Fig. 1: run 1, sequential cells colored by netlist name
(3 px per um)
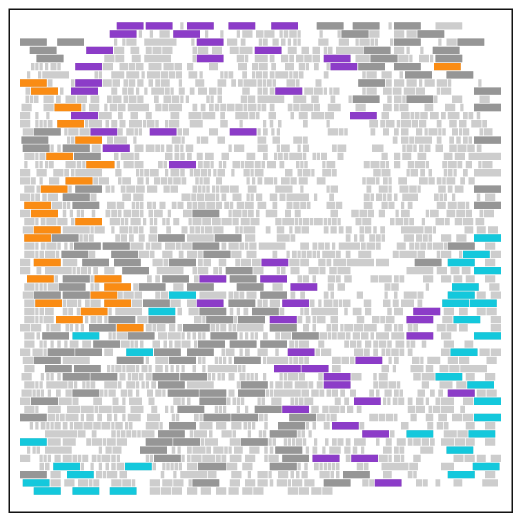
Fig. 2: run 1, placement view
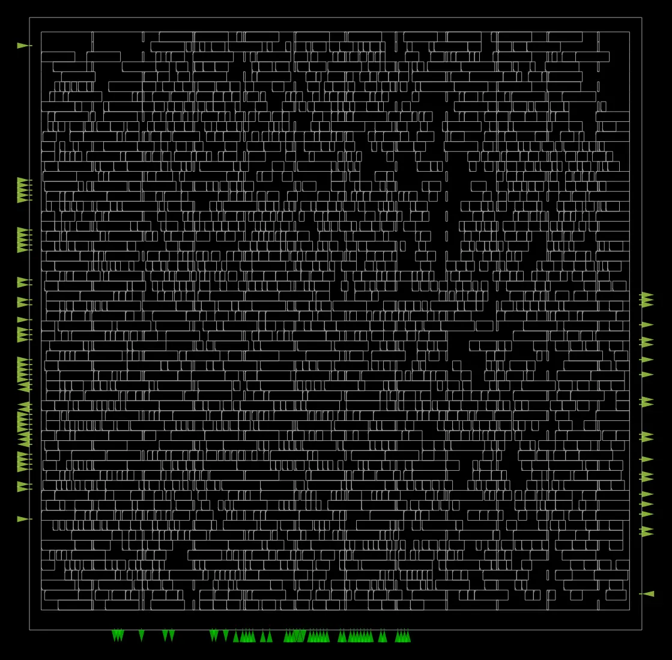
Fig. 3: run 1, nets reached from selected ports
(3 px per um)
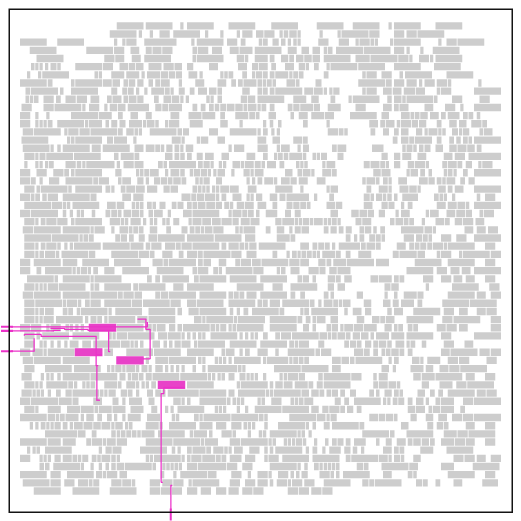
`src/rtl/fp_mul_pkg.sv`:
```
// rtl/fp_mul_pkg.sv - shared FSM state, format defaults and IEEE constant helpers for fp_mul_seq
package fp_mul_pkg;

    typedef enum logic [1:0] {IDLE, MULT, NORM, DONE} state_t;

    localparam int DEF_EW = 8;
    localparam int DEF_MW = 23;

    function automatic int fp_bias(input int ew);
        return (1 << (ew - 1)) - 1;
    endfunction

    // Canonical quiet NaN: positive, all-ones exponent, mantissa MSB only.
    function automatic logic [63:0] fp_qnan(input int ew, input int mw);
        logic [63:0] exp_ones;
        exp_ones = (64'd1 << ew) - 64'd1;
        return (exp_ones << mw) | (64'd1 << (mw - 1));
    endfunction

    function automatic logic [63:0] fp_inf(input logic sign, input int ew, input int mw);
        logic [63:0] exp_ones;
        exp_ones = (64'd1 << ew) - 64'd1;
        return ({63'd0, sign} << (ew + mw)) | (exp_ones << mw);
    endfunction

endpackage

```
`src/rtl/fp_booth_r4_seq.sv`:
```
// rtl/fp_booth_r4_seq.sv - sequential radix-4 Booth multiplier for unsigned M-bit operands
module fp_booth_r4_seq #(
    parameter int M = 24
) (
    input  logic             clk,
    input  logic             rst_n,
    input  logic             start_i,
    input  logic [M-1:0]     mcand_i,
    input  logic [M-1:0]     mplr_i,
    output logic             done_o,
    output logic [2*M-1:0]   prod_o
);
    localparam int N  = (M + 1) / 2;
    localparam int PW = 2 * M;
    localparam int CW = $clog2(N + 1);

    logic [PW-1:0]  mcand_q, acc_q, acc_init, pp;
    logic [2*N:0]   mplr_q;
    logic [CW-1:0]  cnt_q;
    logic           busy_q, done_q;
    logic [2*N-1:0] x_ext;

    always_comb begin
        x_ext = '0;
        x_ext[M-1:0] = mplr_i;
        // Booth reads the top digit as signed; pre-loading mcand<<2N restores the unsigned value.
        acc_init = '0;
        if (x_ext[2*N-1])
            acc_init = PW'(mcand_i) << (2 * N);
        unique case (mplr_q[2:0])
            3'b001, 3'b010: pp = mcand_q;
            3'b011:         pp = mcand_q << 1;
            3'b100:         pp = -(mcand_q << 1);
            3'b101, 3'b110: pp = -mcand_q;
            default:        pp = '0;
        endcase
    end

    always_ff @(posedge clk or negedge rst_n) begin
        if (!rst_n) begin
            mcand_q <= '0;
            acc_q   <= '0;
            mplr_q  <= '0;
            cnt_q   <= '0;
            busy_q  <= 1'b0;
            done_q  <= 1'b0;
        end else begin
            done_q <= 1'b0;
            if (start_i) begin
                mcand_q <= PW'(mcand_i);
                mplr_q  <= {x_ext, 1'b0};
                acc_q   <= acc_init;
                cnt_q   <= CW'(N);
                busy_q  <= 1'b1;
            end else if (busy_q) begin
                acc_q   <= acc_q + pp;
                mcand_q <= mcand_q << 2;
                mplr_q  <= mplr_q >> 2;
                cnt_q   <= cnt_q - CW'(1);
                if (cnt_q == CW'(1)) begin
                    busy_q <= 1'b0;
                    done_q <= 1'b1;
                end
            end
        end
    end

    assign done_o = done_q;
    assign prod_o = acc_q;

endmodule

```
`src/rtl/fp_mul_seq.sv`:
```
// rtl/fp_mul_seq.sv - sequential IEEE-style multiplier; FP_MUL_SEQ_ROUND_EN selects RNE over truncation
module fp_mul_seq
    import fp_mul_pkg::*;
#(
    parameter  int EW = DEF_EW,
    parameter  int MW = DEF_MW,
    localparam int W  = 1 + EW + MW
) (
    input  logic         clk,
    input  logic         rst_n,
    input  logic         in_valid,
    output logic         in_ready,
    input  logic [W-1:0] a,
    input  logic [W-1:0] b,
    output logic         out_valid,
    input  logic         out_ready,
    output logic [W-1:0] y,
    output logic [3:0]   flags
);
    localparam int M  = MW + 1;
    localparam int PW = 2 * M;
    localparam int XW = EW + 2;
    localparam logic [W-1:0]         QNAN = W'(fp_qnan(EW, MW));
    localparam logic signed [XW-1:0] BIAS = XW'(fp_bias(EW));
    localparam logic signed [XW-1:0] EMAX = XW'((1 << EW) - 1);
    localparam logic signed [XW-1:0] ZERO = '0;

    state_t        state_q;
    logic          in_ready_q, out_valid_q;
    logic [W-1:0]  a_q, b_q, y_q, y_d;
    logic [3:0]    flags_q, flags_d;
    logic          mul_start, mul_done;
    logic [PW-1:0] prod;

    assign mul_start = (state_q == IDLE) && in_valid;

    fp_booth_r4_seq #(.M(M)) u_booth (
        .clk     (clk),
        .rst_n   (rst_n),
        .start_i (mul_start),
        .mcand_i ({1'b1, a[MW-1:0]}),
        .mplr_i  ({1'b1, b[MW-1:0]}),
        .done_o  (mul_done),
        .prod_o  (prod)
    );

    logic [EW-1:0] ea, eb;
    logic [MW-1:0] ma, mb, man, man_r;
    logic          sy, a_zero, b_zero, a_inf, b_inf, a_nan, b_nan, guard, sticky;
    logic [PW-2:0] norm;
    logic signed [XW-1:0] e;
`ifdef FP_MUL_SEQ_ROUND_EN
    logic          carry;
`endif

    assign ea     = a_q[W-2 -: EW];
    assign eb     = b_q[W-2 -: EW];
    assign ma     = a_q[MW-1:0];
    assign mb     = b_q[MW-1:0];
    assign sy     = a_q[W-1] ^ b_q[W-1];
    assign a_zero = (ea == '0);
    assign b_zero = (eb == '0);
    assign a_inf  = (ea == '1) && (ma == '0);
    assign b_inf  = (eb == '1) && (mb == '0);
    assign a_nan  = (ea == '1) && (ma != '0);
    assign b_nan  = (eb == '1) && (mb != '0);

    always_comb begin
        norm   = prod[PW-1] ? prod[PW-2:0] : {prod[PW-3:0], 1'b0};
        man    = norm[PW-2 -: MW];
        guard  = norm[MW];
        sticky = |norm[MW-1:0];
        e      = $signed({2'b00, ea}) + $signed({2'b00, eb}) - BIAS
               + $signed({{(XW-1){1'b0}}, prod[PW-1]});
`ifdef FP_MUL_SEQ_ROUND_EN
        {carry, man_r} = {1'b0, man} + {{MW{1'b0}}, guard & (sticky | man[0])};
        if (carry)
            e = e + XW'(1);
`else
        man_r = man;
`endif
        y_d     = '0;
        flags_d = '0;
        if (a_nan || b_nan || (a_inf && b_zero) || (b_inf && a_zero)) begin
            y_d        = QNAN;
            flags_d[3] = (a_inf && b_zero) || (b_inf && a_zero);
        end else if (a_inf || b_inf) begin
            y_d = W'(fp_inf(sy, EW, MW));
        end else if (a_zero || b_zero) begin
            y_d = {sy, {(W-1){1'b0}}};
        end else if (e >= EMAX) begin
            y_d     = W'(fp_inf(sy, EW, MW));
            flags_d = 4'b0101;
        end else if (e <= ZERO) begin
            y_d     = {sy, {(W-1){1'b0}}};
            flags_d = 4'b0011;
        end else begin
            y_d        = {sy, e[EW-1:0], man_r};
            flags_d[0] = guard | sticky;
        end
    end

    always_ff @(posedge clk or negedge rst_n) begin
        if (!rst_n) begin
            state_q     <= IDLE;
            in_ready_q  <= 1'b1;
            out_valid_q <= 1'b0;
            a_q         <= '0;
            b_q         <= '0;
            y_q         <= '0;
            flags_q     <= '0;
        end else begin
            unique case (state_q)
                IDLE: if (in_valid) begin
                    a_q        <= a;
                    b_q        <= b;
                    in_ready_q <= 1'b0;
                    state_q    <= MULT;
                end
                MULT: if (mul_done) state_q <= NORM;
                NORM: begin
                    y_q         <= y_d;
                    flags_q     <= flags_d;
                    out_valid_q <= 1'b1;
                    state_q     <= DONE;
                end
                DONE: if (out_ready) begin
                    out_valid_q <= 1'b0;
                    in_ready_q  <= 1'b1;
                    state_q     <= IDLE;
                end
                default: state_q <= IDLE;
            endcase
        end
    end

    assign in_ready  = in_ready_q;
    assign out_valid = out_valid_q;
    assign y         = y_q;
    assign flags     = flags_q;

endmodule

```
`config.mk`:
```
export PLATFORM = sky130hd
export DESIGN_NAME = fp_mul_seq
export DESIGN_NICKNAME = d
export VERILOG_FILES = /design/src/rtl/fp_mul_pkg.sv /design/src/rtl/fp_booth_r4_seq.sv /design/src/rtl/fp_mul_seq.sv
export SDC_FILE = /design/constraint.sdc
export NUM_CORES = 1
export LEC_CHECK = 0
export CAP_MARGIN = 20
export CORE_MARGIN = 3
export CORE_UTILIZATION = 61
export CTS_CLUSTER_DIAMETER = 120
export DETAILED_ROUTE_END_ITERATION = 12
export PLACE_DENSITY = 0.82
export SYNTH_ARGS = -nofsm -noshare
export SYNTH_HDL_FRONTEND = slang
export SYNTH_SLANG_ARGS = --single-unit
```
`constraint.sdc`:
```
create_clock -name clk -period 6.95 [get_ports clk]
set_input_delay 1.39 -clock clk [delete_from_list [all_inputs] [get_ports clk]]
set_output_delay 1.39 -clock clk [all_outputs]
set_load 0.02 [all_outputs]
```
==> impl_metrics.env, run 1 <==
# flow metrics
export IMPL_status="complete, no violations"
export IMPL_nNetsFinal=2055
export IMPL_clkSinkCount=231
export IMPL_cts_hold_buf=0
export IMPL_start_kind="flop"
export IMPL_dominantRegCellSynth="dfrtp_1"
export IMPL_syn_inst=1902
export IMPL_worstHoldPathType="reg2reg"
export IMPL_gp_congestion=0.992
export IMPL_ys_ff=231
export IMPL_cp_max_fo=8
export IMPL_reg2reg_slack_ns=1.05
export IMPL_syn_to_final_growth_pct=12.5
export IMPL_drive_gt1_share_pct=4.60
export IMPL_hold_path_depth=2
export IMPL_whs_endpoint="a_q[15]"
export IMPL_detail_route_wl_per_cell_um=21.0
export IMPL_grt_pass1_wl_um=75600
export IMPL_synth_top_area_share_pct=36.3
export IMPL_path_clk_slew_ns=0.07
export IMPL_max_slew_margin_rel_pct=26.6
export IMPL_yosysChipArea_sq_um=15800
export IMPL_fin_skew_ns=0.0141
export IMPL_warnings=35
export IMPL_clk_latency_ns=0.55
export IMPL_yosys_cells=1902
export IMPL_grt_max_degree=122
export IMPL_area_leaders="dfrtp_1, mux2i_1, nand2_1, ha_1, a21oi_1"
export IMPL_ys_types=79
export IMPL_reg2regPathDepth=18
export IMPL_detailed_place_hpwl_um=34000
export IMPL_maxSlewViolCount=0
export IMPL_r2r_end="u_booth.prod_o[44]"
export IMPL_io_pins=106
export IMPL_core_area_sq_um=25300
export IMPL_critPathCaptureType="flop"
export IMPL_synth_nets=2043
export IMPL_drc=0
export IMPL_die_w_um=167
export IMPL_stdcell_area_sq_um=17800
export IMPL_root_buffer="clkbuf_16"
export IMPL_final_common_cell="nand2_1"
export IMPL_cts_buffer_depth=3
export IMPL_num_rows=58
export IMPL_edf_count=0
export IMPL_drv_cap=0
export IMPL_tritoncts="done"
export IMPL_netlist_area_sq_um=15800
export IMPL_die_h_um=167
export IMPL_crit_required_ns=7.43
export IMPL_first_iter_violations=1857
export IMPL_ys_seq_share_pct=36.5
export IMPL_clock_fmax_mhz=169
export IMPL_grt_pass1_vias=14000
export IMPL_num_antenna_cells=0
export IMPL_vias=14600
export IMPL_die_area_sq_um=27900
export IMPL_crit_type="reg2reg"
export IMPL_yosysTopAreaCell="dfrtp_1"
export IMPL_rsz0062_at_grt="no"
export IMPL_synth_yosys_warnings=0
export IMPL_arrival_ns=6.38
export IMPL_grt_usage_pct=33.1
export IMPL_avgSynthCellArea_sq_um=8.33
export IMPL_finalCritPeriodShare_pct=85.0
export IMPL_vias_per_cell=6.45
export IMPL_postRouteAntennaNets=0
export IMPL_period_needed_ns=5.90
export IMPL_antenna_found_initial=1
export IMPL_regToRegStartpoint="u_booth.mcand_q[0]"
export IMPL_overflow=0
export IMPL_tightest_slew_ns=1.10
export IMPL_placed_area_sq_um=16900
export IMPL_drtPass1Iterations=5
export IMPL_fp_util_pct=62.5
export IMPL_hp_start="a_q[15]"
export IMPL_setup_viol=0
export IMPL_hold_viol=0
export IMPL_synthArstFlopShare_pct=100
export IMPL_finalSetupTns_ns=0
export IMPL_port_buffers=105
export IMPL_drt_wl_total_um=47600
Notes on Fig. 1 above:
Key: cyan = `y` [flops 32]; purple = `u_booth.prod_o` [flops 48]; orange = `u_booth.mplr_q` [flops 25]
Another 126 sequential cells are not colored.

Notes on Fig. 2 above:
Finished Core Util: 70.3%
Tapcells: 330
# fillers: 1996

Notes on Fig. 3 above:
Key: magenta = `flags` [bits 4, direction output, end cells 4, buffers 4, wire 223 um]

==> run 1: state kept, by name, summed over array words and instances, names as in the netlist, 2 cells and up <==
register         cells
u_booth.mcand_q     48
y                   32
flags                4
b_q                 32
u_booth.prod_o      48
state_q              2
a_q                 32
u_booth.mplr_q      25
u_booth.cnt_q        4
==> run 1: area by class of cell <==
type / count / area, sq um / area share, %
inverter: 41 / 154 / 0.864
clock buffer: 33 / 676 / 3.79
sequential: 231 / 5790 / 32.5
timing repair buffer: 128 / 1260 / 7.08
clock inverter: 13 / 166 / 0.934
multi-input combinational: 1487 / 9360 / 52.5
tap: 330 / 413 / 2.32
==> run 1: cells in the mapped netlist, types with 24 or more instances <==
cell type / count
ha_1: 71
o21ai_0: 88
nand4_1: 24
nor2_1: 165
or3_1: 27
o2bb2ai_1: 27
a21oi_1: 125
clkbuf_1: 116
nand2_1: 329
dfrtp_1: 230
mux2i_1: 125
nor3_1: 41
a21o_1: 32
nor4_1: 33
inv_1: 39
nand3_1: 36
xor2_1: 45
xnor2_1: 56
==> run 1: worst max-delay path by stage <==
stage / to / start
after floorplan: u_booth.prod_o[44] / u_booth.mcand_q[12]
after global placement: u_booth.prod_o[44] / u_booth.mcand_q[12]
after detailed placement: u_booth.prod_o[44] / u_booth.mcand_q[0]
after CTS: u_booth.prod_o[44] / u_booth.mcand_q[0]
after global routing: u_booth.prod_o[44] / u_booth.mcand_q[1]
final: u_booth.prod_o[44] / u_booth.mcand_q[0]
==> run 1: metal layers <==
metal	global-route usage [%]	share of wire (%)
met1	44.4	41
met2	54.7	47
met3	4.37	7.2
met4	13.2	4.7
met5	0	0.036
==> run 1: kinds of logic (layout without fill, tap and decap cells) <==
kind of cell	after synthesis	in the layout	share of synthesized area (%)
xor gates and xnor gates	101	101	5.59
adders and majority gates	73	73	5.86
muxes	128	128	8.11
DFF	231	231	36.5
and+or+nand+nor	721	721	20.6
buffers and inverters	184	215	4.46
AOI/OAI and AO/OA	464	464	18.8
==> run 1: metrics by stage <==
step                      std cells  util (%)  setup WS, ns  hold slack [ns]
after floorplan                1902         -          1.94            0.446
after global placement         2216      66.9          1.41            0.458
after detailed placement       2216      66.9          1.28            0.462
after CTS                      2262      70.2          1.23            0.480
after global routing           2263      70.3         0.607            0.497
final                          2263      70.3          1.05            0.480
==> run 1: worst max-delay path, cell delays in order (launching register included) <==
cell and delay, ns:
dfrtp_1 0.43, inv_1 0.12, ha_1 0.22, nor3b_1 0.54, nand4b_1 0.42, or3_1 0.50
nor3_1 0.33, nor2_1 0.07, o21ai_0 0.18, o21ai_0 0.13, ha_1 0.47, nand4_1 0.21
nor3_1 0.31, o21a_1 0.17, a31oi_1 0.26, o41ai_1 0.78, a311oi_1 0.23, o2111a_1 0.29
nor3_1 0.15
==> inputs of run 2 (changes only) <==
==> constraint.sdc (replaced) <==
create_clock -name clk -period 5.9 [get_ports clk]
set_input_delay 1.18 -clock clk [delete_from_list [all_inputs] [get_ports clk]]
set_output_delay 1.18 -clock clk [all_outputs]
set_load 0.02 [all_outputs]
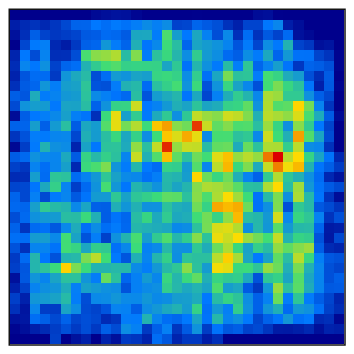
Fig. 4. Wiring heat map (run 2).
(2 px per um) The die is cut into 33 by 33 equal tiles; dark blue is low, red is high, scaled to the fullest tile. Values are wire area over tile area, all layers added.
The fullest tile reaches 0.90. 6.2% of the tiles are nearly empty. The densest ninth of the die: center. The mean over all tiles is 0.29. 16% of the tiles are over half the peak.

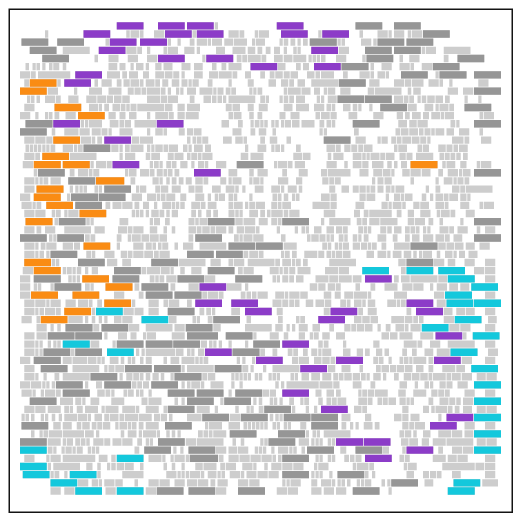
Fig. 5. Sequential cells colored by netlist name (run 2).
(3 px per um)
Key: orange = `u_booth.mplr_q` [flops 25]; purple = `u_booth.prod_o` [flops 48, where all over the die]; cyan = `y` [flops 32]
Another 126 sequential cells are not colored.

==> run 2 against run 1 <==
  * Area after synthesis did not move
  * Utilization rose by 0.43 points
  * Via count is 0.33% higher
  * Cell count grew 0.31%
  * Non-clock buffer count rose by 7
  * Flip-flop count unchanged
  * Die size unchanged
  * Critical endpoint unchanged
  * Largest cell class unchanged
  * Highest routed layer is now met4
==> impl_metrics.env, run 2 <==
# flow metrics
export IMPL_status="complete, no violations"
export IMPL_yosysChipArea_sq_um=15800
export IMPL_drt_wl_total_um=48100
export IMPL_vias_per_cell=6.45
export IMPL_antenna_found_initial=0
export IMPL_arrival_ns=5.91
export IMPL_cp_max_fo=7
export IMPL_core_area_sq_um=25300
export IMPL_start_kind="flop"
export IMPL_hold_viol=0
export IMPL_postCtsSetupRepairBufs=0
export IMPL_path_clk_slew_ns=0.06
export IMPL_synthArstFlopShare_pct=100
export IMPL_synth_yosys_warnings=0
export IMPL_drc=0
export IMPL_cts_resized=0
export IMPL_whs_endpoint="a_q[4]"
export IMPL_cts_htree_levels=1
export IMPL_layout_top_cells="nand2_1, dfrtp_1, nor2_1"
export IMPL_crit_required_ns=6.33
export IMPL_layout_cells_non_filler=2270
export IMPL_stdcell_area_sq_um=17900
export IMPL_clock_fmax_mhz=182
export IMPL_detailed_place_hpwl_um=34300
export IMPL_die_h_um=167
export IMPL_syn_to_final_growth_pct=13.2
export IMPL_fp_util_pct=62.5
export IMPL_postRouteAntennaNets=0
export IMPL_drive_gt1_share_pct=5.05
export IMPL_worstHoldPathType="reg2reg"
export IMPL_dominantRegCellSynth="dfrtp_1"
export IMPL_root_buffer="clkbuf_16"
export IMPL_regToRegStartpoint="u_booth.mcand_q[0]"
export IMPL_r2r_end="u_booth.prod_o[44]"
export IMPL_nFillCells=2014
export IMPL_die_w_um=167
export IMPL_reg2reg_slack_ns=0.42
export IMPL_yosysTopAreaCell="dfrtp_1"
export IMPL_clkSinkCount=231
export IMPL_gp_congestion=0.988
export IMPL_finalSetupTns_ns=0
export IMPL_ys_ff=231
export IMPL_critPathCaptureType="flop"
export IMPL_edf_count=0
export IMPL_reg2regPathDepth=20
export IMPL_hold_path_depth=2
export IMPL_synth_top_area_share_pct=36.3
export IMPL_max_slew_margin_rel_pct=33.2
export IMPL_syn_inst=1902
export IMPL_placed_area_sq_um=17000
export IMPL_clk_latency_ns=0.54
export IMPL_grt_pass1_vias=14000
export IMPL_die_area_sq_um=27900
export IMPL_rsz0062_at_grt="no"
export IMPL_tightest_slew_ns=1.00
export IMPL_placed_cells=2223
export IMPL_startpoint="u_booth.mcand_q[0]"
export IMPL_final_common_cell="nand2_1"
export IMPL_num_rows=58
export IMPL_yosys_cells=1902
export IMPL_maxSlewViolCount=0
export IMPL_setup_viol=0
export IMPL_num_antenna_cells=0
export IMPL_warnings=35
export IMPL_detail_route_wl_per_cell_um=21.2
export IMPL_nNetsFinal=2062
export IMPL_fin_skew_ns=0.00916
export IMPL_overflow=0
export IMPL_netlist_area_sq_um=15800
export IMPL_area_leaders="dfrtp_1, mux2i_1, nand2_1, ha_1, a21oi_1"
export IMPL_yosysMostFrequentCell="nand2_1"
export IMPL_ys_types=79
export IMPL_logic_area_sq_um=9360
export IMPL_grt_usage_pct=33.5
export IMPL_drtPass1Iterations=6
export IMPL_period_needed_ns=5.48
export IMPL_avgSynthCellArea_sq_um=8.33
export IMPL_synth_nets=2043
export IMPL_finalCritPeriodShare_pct=92.9
export IMPL_drv_cap=0
export IMPL_crit_type="reg2reg"
export IMPL_top_cells_by_count="nand2_1, dfrtp_1, nor2_1, a21oi_1, mux2i_1"
export IMPL_numCtsBuffers=25
export IMPL_cts_buffer_depth=3
export IMPL_tritoncts="done"
export IMPL_grt_pass1_wl_um=76300
export IMPL_hp_start="a_q[4]"
export IMPL_vias=14600
export IMPL_ys_seq_share_pct=36.5
export IMPL_cts_hold_buf=0
export IMPL_port_buffers=105
export IMPL_ff_latch_area_sq_um=5790
export IMPL_grt_max_degree=127
export IMPL_first_iter_violations=1728
export IMPL_io_pins=106
==> run 2: layer usage <==
layer,part of all wire [%],global-route usage (%),vias to the layer above
li1,-,-,6812
met1,41,45.6,7041
met2,46,53.5,657
met3,6.8,3.99,137
met4,5.9,16.6,0
met5,0,0,-
==> run 2: cell families (layout without fill, tap and decap cells) <==
| logic type | count (synthesis) | after routing | share of synthesized area, % |
|---|---|---|---|
| AOI/OAI and AO/OA | 464 | 464 | 18.8 |
| buffers and inverters | 184 | 222 | 4.46 |
| adders and majority gates | 73 | 73 | 5.86 |
| DFF | 231 | 231 | 36.5 |
| xor gates and xnor gates | 101 | 101 | 5.59 |
| and+or+nand+nor | 721 | 721 | 20.6 |
| muxes | 128 | 128 | 8.11 |
==> run 2: worst max-delay path, stage by stage, from the launching register on <==
cell,delay (ns)
dfrtp_1,0.44
inv_1,0.15
ha_1,0.25
nor3b_1,0.21
buf_4,0.17
nand4b_1,0.32
or4_1,0.57
xor2_1,0.18
a221oi_1,0.30
a31oi_1,0.15
ha_1,0.45
a21oi_1,0.22
o21ai_0,0.20
o21ai_0,0.23
nand4b_1,0.12
a31oi_1,0.48
o41ai_1,0.17
buf_4,0.18
a311oi_1,0.28
o2111a_1,0.25
nor3_1,0.05
==> run 2: cell type report <==
type / count / area share, %
multi-input cells: 1487 / 52.2
flip-flops and latches: 231 / 32.3
repair buffers: 135 / 7.33
clock buffers: 35 / 3.98
well taps: 330 / 2.30
clock inverters: 11 / 1.01
inverters: 41 / 0.859
==> run 2: worst max path at each step <==
stage / slack [ns] / endpoint / depth (start not counted)
floorplan: 0.89 / u_booth.prod_o[44] / 20
global placement: 0.70 / u_booth.prod_o[45] / 20
detailed placement: 0.59 / u_booth.prod_o[40] / 21
CTS: 0.55 / u_booth.prod_o[40] / 21
global route: 0.06 / u_booth.prod_o[40] / 21
finish: 0.42 / u_booth.prod_o[44] / 20
==> run 2: metrics by stage <==
| step | worst slack [ns] | util (%) | hold WS (ns) |
|---|---|---|---|
| 5_1_grt | 0.0572 | 70.8 | 0.506 |
| 4_1_cts | 0.546 | 70.6 | 0.478 |
| 3_3_place_gp | 0.698 | 67.1 | 0.459 |
| 6_report | 0.416 | 70.8 | 0.476 |
| 3_5_place_dp | 0.593 | 67.1 | 0.464 |
| 2_1_floorplan | 0.892 | - | 0.446 |
==> inputs of run 3 (changes only) <==
--- a/config.mk
+++ b/config.mk
@@ -5,12 +5,13 @@
 export SDC_FILE = /design/constraint.sdc
 export NUM_CORES = 1
 export LEC_CHECK = 0
+export ABC_AREA = 1
 export CAP_MARGIN = 20
 export CORE_MARGIN = 3
-export CORE_UTILIZATION = 61
+export CORE_UTILIZATION = 60
 export CTS_CLUSTER_DIAMETER = 120
 export DETAILED_ROUTE_END_ITERATION = 12
-export PLACE_DENSITY = 0.82
+export PLACE_DENSITY = 0.81
 export SYNTH_ARGS = -nofsm -noshare
 export SYNTH_HDL_FRONTEND = slang
 export SYNTH_SLANG_ARGS = --single-unit
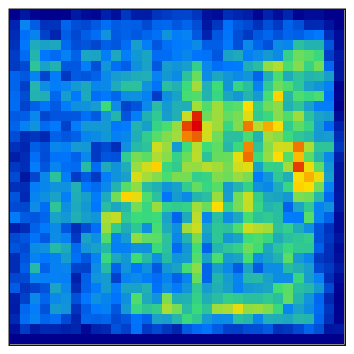
Fig. 6. Wiring heat map (run 3).
(2 px per um) The die is cut into 33 by 33 equal tiles; dark blue is low, red is high, scaled to the fullest tile. Values are wire area over tile area, all layers added.
16% of the tiles are over half the peak. 4.8% of the tiles are nearly empty. The fullest tile reaches 1.1. The mean over all tiles is 0.34. The densest ninth of the die: center.

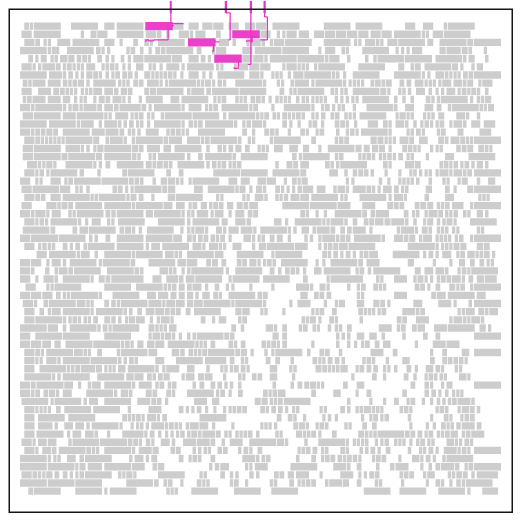
Fig. 7. Nets reached from selected ports (run 3).
(3 px per um)
Key: magenta = `flags` [bits 4, direction output, end cells 4, buffers 4, wire 82.8 um]

==> run 3 against run 2 <==
  * Utilization is 0.51 points lower
  * Area after synthesis fell by 1.6%
  * Clock-buffer cell count is 3 lower
  * Synthesized cell count is 15% higher
  * First-iteration DRC count increased by 32%
  * Routed wire length grew 15%
  * Register-to-register slack improved by 0.67 ns
==> impl_metrics.env, run 3 <==
# flow metrics
export IMPL_worstHoldPathType="reg2reg"
export IMPL_grt_pass1_vias=15700
export IMPL_top_logic_kind="simple AND/OR/NAND/NOR gates"
export IMPL_edf_count=0
export IMPL_synth_yosys_warnings=0
export IMPL_finalSetupTns_ns=0
export IMPL_ys_sh_adder_pct=5.96
export IMPL_avgSynthCellArea_sq_um=7.12
export IMPL_period_needed_ns=4.81
export IMPL_detail_route_wl_per_cell_um=21.0
export IMPL_drtPass1Iterations=9
export IMPL_cp_max_fo=5
export IMPL_ys_seq_share_pct=37.1
export IMPL_postRouteAntennaNets=0
export IMPL_layout_cells_non_filler=2615
export IMPL_ys_sh_aoi_pct=18.2
export IMPL_fin_hold_ws_ns=0.478
export IMPL_synth_nets=2331
export IMPL_fin_skew_ns=0.00940
export IMPL_clkSinkCount=231
export IMPL_syn_inst=2190
export IMPL_cts_htree_levels=1
export IMPL_setup_viol=0
export IMPL_yosysTopAreaCell="dfrtp_1"
export IMPL_tritoncts="done"
export IMPL_ys_types=52
export IMPL_drive_gt1_share_pct=4.55
export IMPL_stdcell_area_sq_um=17800
export IMPL_synthArstFlopShare_pct=100
export IMPL_core_area_sq_um=25300
export IMPL_critPathCaptureType="flop"
export IMPL_top_cells_by_count="nand2_1, inv_1, dfrtp_1, nor2_1, o21ai_0"
export IMPL_nNetsFinal=2406
export IMPL_netlist_area_sq_um=15600
export IMPL_setup_slack_ns=1.09
export IMPL_layout_top_cells="nand2_1, inv_1, dfrtp_1"
export IMPL_die_w_um=167
export IMPL_max_slew_margin_rel_pct=28.6
export IMPL_cts_buffer_depth=3
export IMPL_overflow=0
export IMPL_num_rows=58
export IMPL_yosysChipArea_sq_um=15600
export IMPL_die_h_um=167
export IMPL_clk_latency_ns=0.56
export IMPL_ys_sh_mux_pct=0
export IMPL_dominantRegCellSynth="dfrtp_1"
export IMPL_root_buffer="clkbuf_16"
export IMPL_arrival_ns=5.25
export IMPL_hold_viol=0
export IMPL_cts_resized=0
export IMPL_grt_pass1_wl_um=86600
export IMPL_clock_fmax_mhz=208
export IMPL_ys_ff=231
export IMPL_ys_sh_simple_pct=27.4
export IMPL_maxSlewViolCount=0
export IMPL_crit_type="reg2reg"
export IMPL_drv_cap=0
export IMPL_antenna_found_initial=1
export IMPL_drt_wl_total_um=55000
export IMPL_fp_util_pct=61.6
export IMPL_syn_to_final_growth_pct=14.1
export IMPL_ys_sh_xor_pct=2.53
export IMPL_nFillCells=2117
export IMPL_num_antenna_cells=0
export IMPL_cts_hold_buf=0
export IMPL_rsz0062_at_grt="no"
export IMPL_final_common_cell="nand2_1"
export IMPL_warnings=35
export IMPL_postCtsSetupRepairBufs=0
export IMPL_first_iter_violations=2283
export IMPL_start_kind="flop"
export IMPL_io_pins=106
export IMPL_path_clk_slew_ns=0.06
export IMPL_drc=0
export IMPL_numCtsBuffers=26
export IMPL_placed_area_sq_um=16900
export IMPL_grt_max_degree=122
export IMPL_tightest_slew_ns=1.06
export IMPL_status="complete, no violations"
export IMPL_vias=16400
export IMPL_detailed_place_hpwl_um=41800
export IMPL_port_buffers=105
export IMPL_vias_per_cell=6.29
export IMPL_synth_top_area_share_pct=36.9
export IMPL_area_leaders="dfrtp_1, nand2_1, inv_1, o21ai_0, ha_1"
export IMPL_crit_required_ns=6.34
export IMPL_yosys_cells=2190
export IMPL_yosysMostFrequentCell="nand2_1"
export IMPL_finalCritPeriodShare_pct=81.5
export IMPL_placed_cells=2567
export IMPL_preCtsSetupSlack_ns=1.47
export IMPL_die_area_sq_um=28000
export IMPL_gp_congestion=1.13
export IMPL_grt_usage_pct=38.5
[run 3: layout make-up]
type	count	area, sq um	area share, %
multi-input combinational	1601	8440	47.4
tap	330	413	2.32
timing repair buffer	117	1170	6.58
clock inverter	16	171	0.963
sequential	231	5780	32.5
clock buffer	32	733	4.12
inverter	288	1080	6.08
[run 3: critical path: stages (launching register included)]
cell and delay [ns]:
dfrtp_1 0.45, nor2_1 0.41, nand2_1 0.14, nor2_1 0.36
nand2_1 0.11, nor4_1 0.82, nand2_1 0.16, nand3_1 0.15
o2111ai_1 0.27, ha_1 0.48, a21oi_1 0.33, o21ai_0 0.16
a21oi_1 0.19, nor2_1 0.06, nor2_1 0.10, nand3_1 0.21
inv_1 0.10, nand3_1 0.07, nand3_1 0.08, nand2_1 0.05
[run 3: metrics by stage]
step | util (%)
final | 70.3
after global routing | 70.3
after CTS | 70.3
after detailed placement | 66.7
after global placement | 66.6
after floorplan | -
[run 3: final timing paths]
kind	start	endpoint	slack [ns]	cells after the start
max	u_booth.mcand_q[14]	u_booth.prod_o[47]	1.09	19
min	y[17]	y[17]	0.48	2
max reg2reg	u_booth.mcand_q[14]	u_booth.prod_o[47]	1.09	19
min reg2reg	y[17]	y[17]	0.48	2
max in group asynchronous	rst_n	a_q[29]	4.11	2
min in group asynchronous	rst_n	u_booth.prod_o[21]	0.62	1
[run 3: kinds of logic after synthesis]
| logic type | Yosys count |
|---|---|
| AND/OR/NAND/NOR | 1006 |
| adder cells (fa/ha/maj) | 73 |
| buffers and inverters | 358 |
| flip-flops | 231 |
| AND-OR/OR-AND | 477 |
| XOR/XNOR | 45 |
[run 3: layer usage]
metal  track usage (%)  up-vias  wire (um)
met5                 0        -         11
met4              17.3        2       3270
met3              7.60      205       5950
met2              61.8      995      24600
met1              51.0     7768      21200
li1                  -     7467          -
